$ cat src/rtl/bcd_pkg.sv
// Shared definitions for the serial binary-to-BCD converter: FSM encoding and counter sizing.
package bcd_pkg;

    typedef enum logic {
        S_IDLE  = 1'b0,
        S_SHIFT = 1'b1
    } state_t;

    // Iteration counter must hold BIN_W itself, hence BIN_W+1 states.
    function automatic int cnt_width(input int bin_w);
        return $clog2(bin_w + 1);
    endfunction

endpackage

$ cat src/rtl/bcd_digit_adj.sv
// Double-dabble digit correction: add 3 when the digit exceeds 4. Purely combinational.
module bcd_digit_adj (
    input  logic [3:0] digit,
    output logic [3:0] adj
);

    assign adj = (digit > 4'd4) ? digit + 4'd3 : digit;

endmodule

$ cat src/rtl/bcd_serial_conv.sv
// Serial double-dabble binary-to-BCD converter with leading-zero mask and overflow flag.
// Latency BIN_W cycles from accepted start to done; start is ignored while busy, no other backpressure.
module bcd_serial_conv
    import bcd_pkg::*;
#(
    parameter int BIN_W  = 32,
    parameter int DIGITS = 8
) (
    input  logic                  clk,
    input  logic                  rst,
    input  logic                  start,
    input  logic [BIN_W-1:0]      number,
    output logic                  busy,
    output logic                  done,
    output logic [4*DIGITS-1:0]   bcd,
    output logic [DIGITS-1:0]     blank,
    output logic                  overflow
);

    localparam int CW = cnt_width(BIN_W);
    localparam logic [DIGITS-1:0] BLANK_RST = {DIGITS{1'b1}} << 1;

    state_t              state;
    logic [BIN_W-1:0]    sr;
    logic [4*DIGITS-1:0] work;
    logic [4*DIGITS-1:0] adj;
    logic [4*DIGITS-1:0] next_work;
    logic [CW-1:0]       cnt;
    logic                ovf_pend;
    logic                shift_out;
    logic [DIGITS-1:0]   next_blank;
    logic                zero_run;

    for (genvar i = 0; i < DIGITS; i++) begin : g_adj
        bcd_digit_adj u_adj (
            .digit (work[4*i +: 4]),
            .adj   (adj[4*i +: 4])
        );
    end

    // The bit leaving the top digit is lost from bcd but recorded as overflow.
    assign next_work = {adj[4*DIGITS-2:0], sr[BIN_W-1]};
    assign shift_out = adj[4*DIGITS-1];

    always_comb begin
        next_blank = '0;
        zero_run   = 1'b1;
        for (int i = DIGITS - 1; i >= 1; i--) begin
            zero_run      = zero_run & (next_work[4*i +: 4] == 4'd0);
            next_blank[i] = zero_run;
        end
    end

    always_ff @(posedge clk) begin
        if (rst) begin
            state    <= S_IDLE;
            busy     <= 1'b0;
            done     <= 1'b0;
            bcd      <= '0;
            blank    <= BLANK_RST;
            overflow <= 1'b0;
            cnt      <= '0;
            sr       <= '0;
            work     <= '0;
            ovf_pend <= 1'b0;
        end else begin
            done <= 1'b0;
            case (state)
                S_IDLE: begin
                    if (start) begin
                        sr       <= number;
                        work     <= '0;
                        cnt      <= CW'(BIN_W);
                        ovf_pend <= 1'b0;
                        busy     <= 1'b1;
                        state    <= S_SHIFT;
                    end
                end
                S_SHIFT: begin
                    work     <= next_work;
                    sr       <= sr << 1;
                    cnt      <= cnt - CW'(1);
                    ovf_pend <= ovf_pend | shift_out;
                    if (cnt == CW'(1)) begin
                        bcd      <= next_work;
                        blank    <= next_blank;
                        overflow <= ovf_pend | shift_out;
                        done     <= 1'b1;
                        busy     <= 1'b0;
                        state    <= S_IDLE;
                    end
                end
                default: state <= S_IDLE;
            endcase
        end
    end

endmodule

$ cat config.mk
export PLATFORM = sky130hd
export DESIGN_NAME = bcd_serial_conv
export DESIGN_NICKNAME = d
export VERILOG_FILES = /design/src/rtl/bcd_pkg.sv /design/src/rtl/bcd_digit_adj.sv /design/src/rtl/bcd_serial_conv.sv
export SDC_FILE = /design/constraint.sdc
export NUM_CORES = 1
export LEC_CHECK = 0
export ABC_AREA = 1
export ABC_CLOCK_PERIOD_IN_PS = 1750
export CAP_MARGIN = 0
export CORE_UTILIZATION = 49
export DETAILED_ROUTE_END_ITERATION = 8
export PLACE_DENSITY_LB_ADDON = 0.3
export SLEW_MARGIN = 20
export SYNTH_ARGS = -nofsm -noshare
export SYNTH_HDL_FRONTEND = slang
export SYNTH_SLANG_ARGS = --single-unit
$ cat constraint.sdc
create_clock -name clk -period 1.75 [get_ports clk]
set_input_delay 0.175 -clock clk [delete_from_list [all_inputs] [get_ports clk]]
set_output_delay 0.175 -clock clk [all_outputs]
set_load 0.05 [all_outputs]
### Track usage over the die, run 1

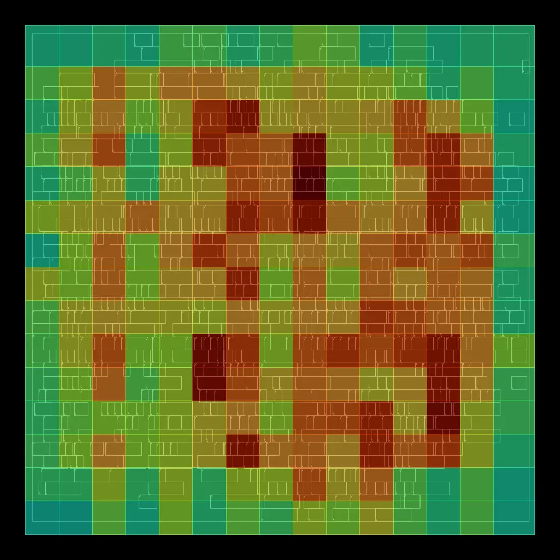
final core utilization: 68.6%
most crowded layer after global routing: met2

### Cells by drive strength, run 1

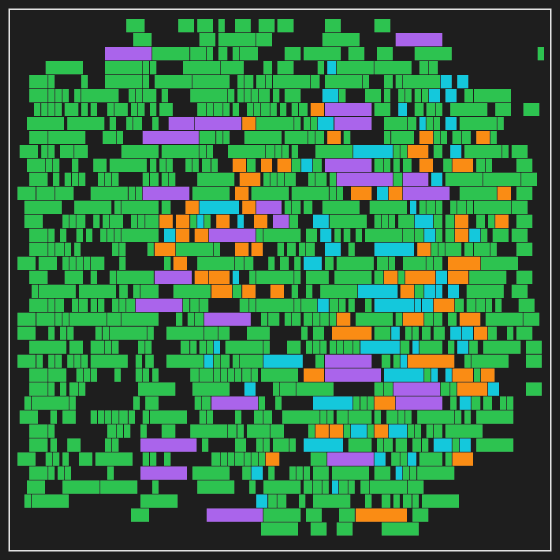
- drive 6 and up: purple (cells 27)
- drive 3 to 4: orange (cells 60)
- drive 2: cyan (cells 66)
- drive 1 or less: green (cells 688)

==> run summary, run 1 <==
run status -> finished, final reports clean
kind of end point of the critical path -> register
top area cells in the synthesized netlist -> sky130_fd_sc_hd__dfxtp_1 44%, sky130_fd_sc_hd__nand2_1 17%, sky130_fd_sc_hd__inv_1 6.4%
cell count after placement -> 931
CP Depth -> 13
number of non-clock inverters -> 101
Signal buf overhead -> 14.1%
sink count of the clock tree -> 114
Placement Setup Slack -> -0.0131 ns
sequential cell area in the final layout -> 2290 um^2
Hold Path Depth -> 3
worst setup path end -> blank[1]
cell area after synthesis -> 5200 um^2
worst r2r dst -> blank[1]
chip area -> 11000 um^2
complex-gate fraction of the synthesized area -> 14.0%
Worst-path clk slew -> 0.06 ns
part of the cycle the worst path needs -> 98.5%
top comb family, area -> simple AND/OR/NAND/NOR gates
worst hold start -> number[0]
fa+ha+maj area frac -> 3.37%
top cells by count -> 229 x sky130_fd_sc_hd__nand2_1, 114 x sky130_fd_sc_hd__dfxtp_1, 89 x sky130_fd_sc_hd__inv_1
nonclk buf count -> 112
post-synthesis sequential element count -> 114
tap cells -> 136
endpoint of the worst hold-timing path -> sr[0]
router iterations before antenna repair -> 4
transition time at the pin with the least slew margin -> 0.553 ns
final critical-path required period -> 1.72 ns
Max clock buf depth -> 2
area of the core -> 10300 um^2
cell-internal power -> 5390 uW
### Cells colored by class, run 1

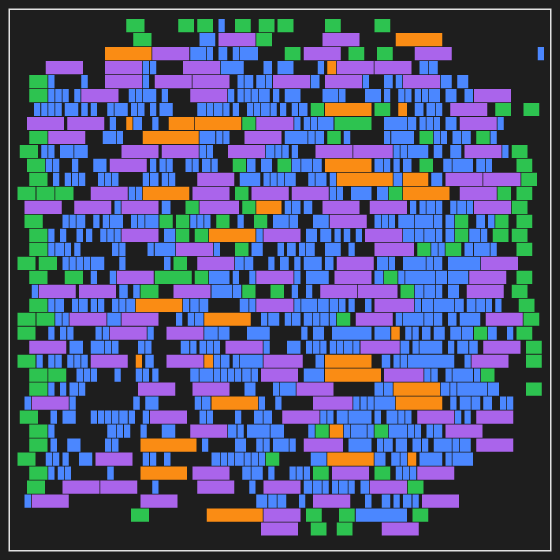
- clock drivers and dummy loads: orange (cells 32; share of their area 9.1%)
- all other logic: blue (cells 583; share of their area 43%)
- other buffers and delay cells: green (cells 112; share of their area 14%)
- flip-flops: purple (cells 114; share of their area 33%)

## Run 2: what changed since run 1
--- a/config.mk
+++ b/config.mk
@@ -6,9 +6,11 @@
 export NUM_CORES = 1
 export LEC_CHECK = 0
 export ABC_AREA = 1
-export ABC_CLOCK_PERIOD_IN_PS = 1750
+export ABC_CLOCK_PERIOD_IN_PS = 2000
 export CAP_MARGIN = 0
+export CORE_MARGIN = 5
 export CORE_UTILIZATION = 49
+export CTS_CLUSTER_DIAMETER = 120
 export DETAILED_ROUTE_END_ITERATION = 8
 export PLACE_DENSITY_LB_ADDON = 0.3
 export SLEW_MARGIN = 20
==> constraint.sdc (replaced) <==
create_clock -name clk -period 2 [get_ports clk]
set_input_delay 0.2 -clock clk [delete_from_list [all_inputs] [get_ports clk]]
set_output_delay 0.2 -clock clk [all_outputs]
set_load 0.05 [all_outputs]
### Wiring heat map, run 2

Scale bar: 20 um. The die is cut into 23 by 23 equal tiles; dark blue is low, red is high, scaled to the fullest tile. Values are wire area over tile area, all layers added.
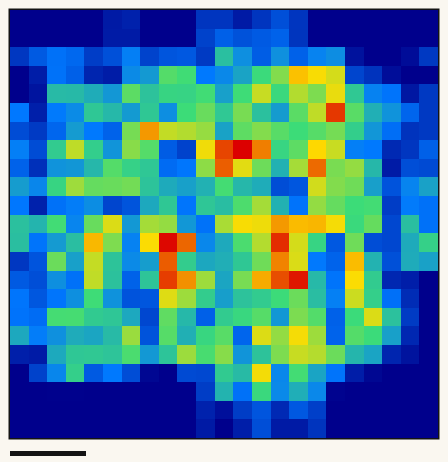
- mean over tiles: 0.16
- nearly empty tiles: 18%
- densest ninth of the die: center
- fullest tile: 0.50
- tiles over half the peak: 25%

### Cells by drive strength, run 2

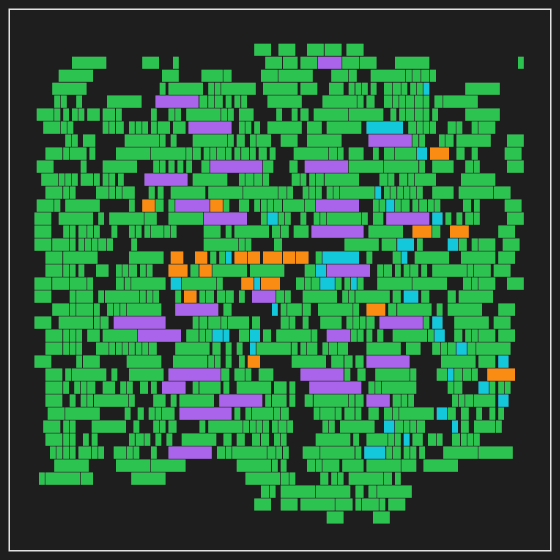
- drive 1 or less: green (cells 732)
- drive 6 and up: purple (cells 28)
- drive 2: cyan (cells 35)
- drive 3 to 4: orange (cells 20)

==> run summary, run 2 <==
most crowded layer after global routing -> met2
Worst-path clk slew -> 0.06 ns
number of non-clock inverters -> 101
transition time at the pin with the least slew margin -> 0.551 ns
final critical-path required period -> 1.93 ns
area of the core -> 10300 um^2
met1 demand-to-capacity share in global routing -> 24.4%
Hold Path Depth -> 3
cell-internal power -> 4900 uW
final weighted congestion in routability-driven placement -> 0.850
fa+ha+maj area frac -> 3.37%
tap cells -> 136
top comb family, area -> simple AND/OR/NAND/NOR gates
cell count after placement -> 920
sink count of the clock tree -> 114
Placement Setup Slack -> 0.210 ns
router iterations before antenna repair -> 5
clock buffer instance count of the final layout -> 22
post-synthesis sequential element count -> 114
part of the cycle the worst path needs -> 96.4%
worst hold slack -> 0.296 ns
chip area -> 12800 um^2
kind of end point of the critical path -> output pin
sequential cell area in the final layout -> 2280 um^2
worst hold start -> number[0]
run status -> finished, final reports clean
wire length of the first global-routing pass -> 21.6 mm
Signal buf overhead -> 12.6%
number of hold buffers added after cts -> 0
critical path fanouts, max -> 2
cell area after synthesis -> 5200 um^2
worst min path class -> primary input to register
setup total negative slack -> 0 ns
Max clock buf depth -> 2
sum of buffers and inverters on the critical path -> 1
top cells by count -> 229 x sky130_fd_sc_hd__nand2_1, 114 x sky130_fd_sc_hd__dfxtp_1, 89 x sky130_fd_sc_hd__inv_1
top area cells in the synthesized netlist -> sky130_fd_sc_hd__dfxtp_1 44%, sky130_fd_sc_hd__nand2_1 17%, sky130_fd_sc_hd__inv_1 6.4%
final-report max-slew violation count -> 0
post-synthesis average cell area -> 7.15 um^2
complex-gate fraction of the synthesized area -> 14.0%
final core utilization -> 65.6%
nets in the synthesized netlist -> 777
## Run 3: what changed since run 2
--- a/config.mk
+++ b/config.mk
@@ -9,7 +9,7 @@
 export ABC_CLOCK_PERIOD_IN_PS = 2000
 export CAP_MARGIN = 0
 export CORE_MARGIN = 5
-export CORE_UTILIZATION = 49
+export CORE_UTILIZATION = 50
 export CTS_CLUSTER_DIAMETER = 120
 export DETAILED_ROUTE_END_ITERATION = 8
 export PLACE_DENSITY_LB_ADDON = 0.3
### Track usage over the die, run 3

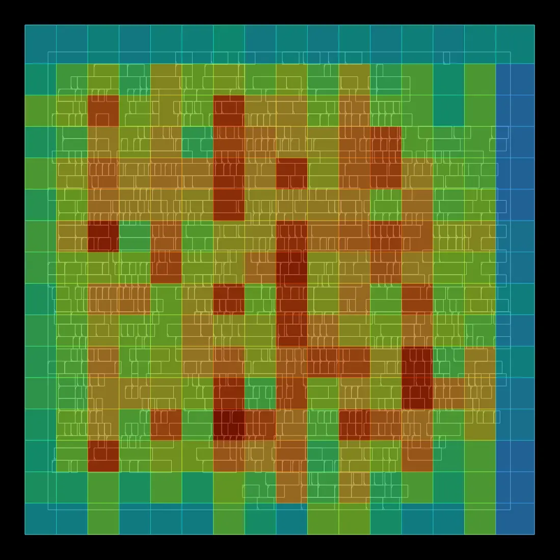
average wire per standard cell: 13.0 um
total global routing track utilization: 20.3%
final core utilization: 65.1%
GR met3 Demand/Resource: 5.98%
met2 GRT Util: 35.8%

### Cells colored by class, run 3

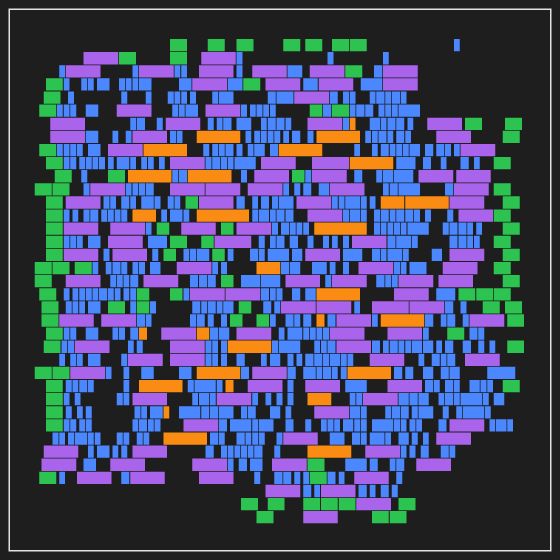
- all other logic: blue (cells 583; share of their area 43%)
- flip-flops: purple (cells 114; share of their area 35%)
- clock drivers and dummy loads: orange (cells 28; share of their area 8.4%)
- other buffers and delay cells: green (cells 91; share of their area 13%)

==> run summary, run 3 <==
endpoint of the worst hold-timing path -> sr[0]
cell count after placement -> 924
transition time at the pin with the least slew margin -> 0.549 ns
Hold Path Depth -> 3
top comb family, area -> simple AND/OR/NAND/NOR gates
final-report max-slew violation count -> 0
Max clock buf depth -> 2
fa+ha+maj area frac -> 3.37%
met1 demand-to-capacity share in global routing -> 23.4%
wire length of the first global-routing pass -> 21.3 mm
router iterations before antenna repair -> 5
sink count of the clock tree -> 114
number of hold buffers added after cts -> 0
worst r2r dst -> blank[1]
area of the core -> 10200 um^2
sum of buffers and inverters on the critical path -> 1
number of non-clock inverters -> 101
cell area after synthesis -> 5200 um^2
Placement Setup Slack -> 0.181 ns
top area cells in the synthesized netlist -> sky130_fd_sc_hd__dfxtp_1 44%, sky130_fd_sc_hd__nand2_1 17%, sky130_fd_sc_hd__inv_1 6.4%
chip area -> 12500 um^2
run status -> finished, final reports clean
worst hold slack -> 0.291 ns
Power is estimated from default activity; no workload was simulated.
